==> config.mk <==
export PLATFORM = sky130hd
export DESIGN_NAME = wire_gate_sequencer
export DESIGN_NICKNAME = d
export VERILOG_FILES = /design/src/rtl/wire_gate_sequencer_pkg.sv /design/src/rtl/wire_gate_sequencer_delay_line.sv /design/src/rtl/wire_gate_sequencer.sv
export SDC_FILE = /design/constraint.sdc
export NUM_CORES = 1
export LEC_CHECK = 0
export CORE_ASPECT_RATIO = 1.1
export CORE_UTILIZATION = 55
export DETAILED_ROUTE_END_ITERATION = 10
export GPL_TIMING_DRIVEN = 0
export PLACE_DENSITY_LB_ADDON = 0.08
export SKIP_LAST_GASP = 1
export SYNTH_ARGS = -nofsm -noshare
export SYNTH_HDL_FRONTEND = slang
export SYNTH_HIERARCHICAL = 1
export SYNTH_SLANG_ARGS = --single-unit
==> constraint.sdc <==
create_clock -name clk -period 5.71 [get_ports clk]
set_input_delay 1.142 -clock clk [delete_from_list [all_inputs] [get_ports clk]]
set_output_delay 1.142 -clock clk [all_outputs]
set_load 0.05 [all_outputs]
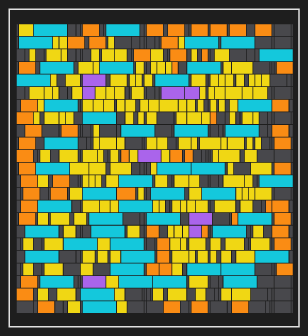
Run 1: cell classes on the final placement
Fill, decap, tap and diode cells in grey.
class	colour	cells	share of their area
other buffers and delay cells	orange	57	19%
clock drivers and dummy loads	purple	8	3.4%
combinational and other logic	yellow	178	42%
flops	cyan	48	35%
row cnt: 23
share of the final layout cell area in sequential cells: 34.7%
post-layout instance area: 0.00277 sq mm

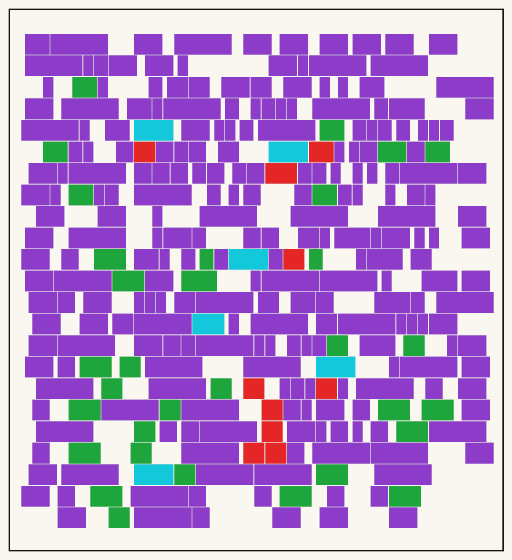
Run 1: sizing map
size	colour	cells	share
_3 and _4 cells	red	10	3.4%
_0 and _1 cells	purple	243	84%
_2 cells	green	32	11%
_6 and larger	cyan	6	2.1%
area growth from synthesis to final layout: 26.2%
final setup slack of the worst path: 0.304 ns
buffer count excluding the clock tree in the final layout: 57

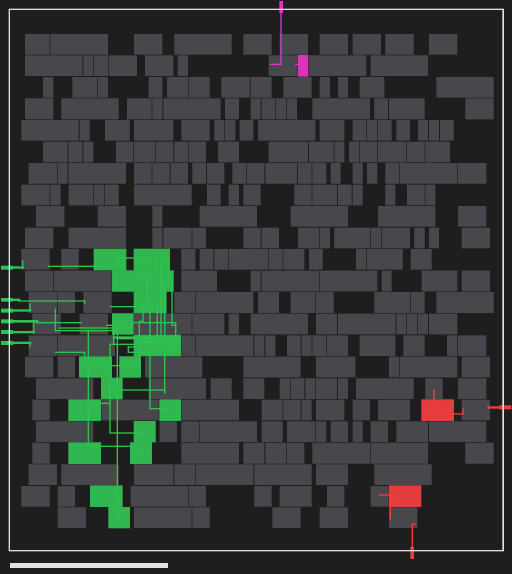
Run 1: I/O nets highlighted
Bar = 20 microns.
port	colour	direction	edge	end cells	buffers	wire
out_a_select	red	output	1 south, 1 east	2	2	18.6 microns
instr_tlast	magenta	input	north	1	1	8.50 microns
instr_tdata	green	input	west	21	6	277 microns
number of ports placed on the die boundary: 43
count of input and output buffers: 42

==> results.txt <==
Implementation results. The flow ran to the end, and the final reports show no timing, DRC or antenna violations. Fraction of cell area in non-clock buffers landed at between 10% and 20%. The detailed router finished its first iteration with about 97 violations. Number of standard cells in the final layout excluding fillers landed at about 340. STA lists the maximum fanout along the critical path as 10.

Clock tree synthesis selected as its root buffer the cell sky130_fd_sc_hd__clkbuf_8. In the final timing run, aggregate negative setup slack is 0 ns. Clock buffer and inverter area fraction after layout landed at approximately 3.3%. The first global-routing pass estimated roughly 7 mm of wire. Total DRC errors in the routed layout landed at 0. The design has around 48 sequential cells.

The layout report lists the combined flip-flop and latch area as about 960 sq um. Static leakage landed at 0.00109 uW. The netlist uses between 40 and 50 different library cells. The placement summary gives the final routability congestion estimate as ~0.79. Counting flops with a built-in enable in the synthesized netlist gives 0. Hold-fix buffer count after cts landed at 0. At the later pin of the worst-skew pair, clock insertion delay measures around 0.30 ns. Maximum operating frequency landed at approximately 180 MHz. Number of nets at floorplan landed at about 260. According to the dpl log, the detail-placed design has an HPWL of around 3.1 mm.

At the pin with the least slew margin, the transition time is between 0.7 and 0.8 ns. The synthesis report gives the async set-or-reset register share as 0%. Looking at the clock tree report, the H-tree level count equals 2. The last timing report of the flow puts the setup violation total at 0. A synthesized cell averages ~9 sq um. Setup repair after global routing left no endpoint under its margin. Count of antenna diodes in the layout landed at 0. Per the layout report, the design carries 5 clock buffers. The worst setup path is captured at a primary output. For flop-to-flop paths, the worst setup slack is 3.54 ns.

Vias per cell landed at between 5 and 6. The number of cells reported by Yosys stat comes to between 200 and 250. Fraction of standard cell area in multi-input logic landed at 39.6%. For this floorplan the total number of well-tap instances is 50. Hold-check failures listed in the final report amount to 0. Total congestion overflow after global routing landed at 0. The final layout report lists a filler cell count of 287. sky130_fd_sc_hd__dfxtp_1 takes more of the synthesized area than any other cell. The report gives the cell count of the worst hold path as 1. After synthesis the cells add up to about 0.0022 sq mm.

Sequential cells were found to cover a little over two fifths of the synthesized design area. Across all checked pins, the minimum headroom to the slew limit is between 50% and 60%. In the final design, more cell area goes to logic gates than to any other class. Area share of the largest cell type after synthesis landed at a little over two fifths. On the worst setup and hold paths after CTS, the clock-pin slew comes to about 0.090 ns.

Traced cell by cell, the critical path runs through clkdlybuf4s50_1, inv_1, a222oi_1, o211ai_2, nor3_1, buf_2, mux2_2, clkdlybuf4s50_1.
## run 1: worst max-delay path: cells and delay by family
| kind | cells | cell delay, ns |
|---|---|---|
| AOI/OAI and AO/OA | 2 | 0.72 |
| buffers and inverters | 4 | 1.63 |
| muxes | 1 | 0.37 |
| and+or+nand+nor | 1 | 0.39 |
## run 1: placed cells by master (no fill, tap or decap), types with 2 or more instances in the layout
cell type,n
sky130_fd_sc_hd__a21boi_0,2
sky130_fd_sc_hd__a21oi_1,9
sky130_fd_sc_hd__a222oi_1,4
sky130_fd_sc_hd__a31o_2,6
sky130_fd_sc_hd__a41o_1,2
sky130_fd_sc_hd__and2_1,18
sky130_fd_sc_hd__and2_2,10
sky130_fd_sc_hd__and3_1,4
sky130_fd_sc_hd__buf_2,2
sky130_fd_sc_hd__buf_4,6
sky130_fd_sc_hd__clkbuf_1,6
sky130_fd_sc_hd__clkbuf_8,5
sky130_fd_sc_hd__clkdlybuf4s50_1,42
sky130_fd_sc_hd__clkinvlp_4,2
sky130_fd_sc_hd__dfxtp_1,48
sky130_fd_sc_hd__ha_1,6
sky130_fd_sc_hd__inv_1,13
sky130_fd_sc_hd__mux2_2,12
sky130_fd_sc_hd__mux2i_1,2
sky130_fd_sc_hd__nand2_1,22
sky130_fd_sc_hd__nand3_1,7
sky130_fd_sc_hd__nor2_1,17
sky130_fd_sc_hd__nor2b_1,3
sky130_fd_sc_hd__nor3_1,3
sky130_fd_sc_hd__nor4_1,4
sky130_fd_sc_hd__o211ai_1,3
sky130_fd_sc_hd__o21ai_0,9
sky130_fd_sc_hd__o22ai_1,3
sky130_fd_sc_hd__or4_1,2
sky130_fd_sc_hd__xnor2_1,3
## run 1: where the power goes
| part | switching [uW] | leakage (uW) | internal [uW] |
|---|---|---|---|
| logic | 173 | 0.000658 | 103 |
| registers | 12.6 | 0.000390 | 357 |
| clock network | 116 | 0.0000404 | 86.7 |
| total | 302 | 0.00109 | 546 |
## run 1: per-stage QoR
stage,setup WS [ns],total power (uW),hold slack [ns],instance area [sq um]
after floorplan,1.76,575,0.412,2190
after global placement,0.340,648,0.417,2680
after detailed placement,0.331,654,0.423,2680
after CTS,0.307,857,0.444,2770
after global routing,0.0820,888,0.453,2770
final,0.304,848,0.442,2770
## run 1: kinds of logic (layout without fill, tap and decap cells)
| family | after synthesis | after routing | share of synthesized area, % |
|---|---|---|---|
| simple gates | 97 | 97 | 23.9 |
| xor+xnor | 3 | 3 | 1.20 |
| mux | 14 | 14 | 7.07 |
| flops | 48 | 48 | 43.8 |
| fa+ha+maj | 6 | 6 | 3.42 |
| buf+inv | 28 | 78 | 6.27 |
| compound gates | 45 | 45 | 14.4 |
## run 1: per-layer routing
| layer | vias to the layer above | wire length, microns | GRT usage [%] |
|---|---|---|---|
| met5 | - | 0 | 0 |
| met1 | 835 | 2000 | 26.7 |
| met2 | 53 | 1850 | 34.2 |
| met4 | 0 | 63 | 7.85 |
| li1 | 936 | - | - |
| met3 | 6 | 233 | 4.83 |
No activity file was given, so power comes from the tool's default toggle rates.
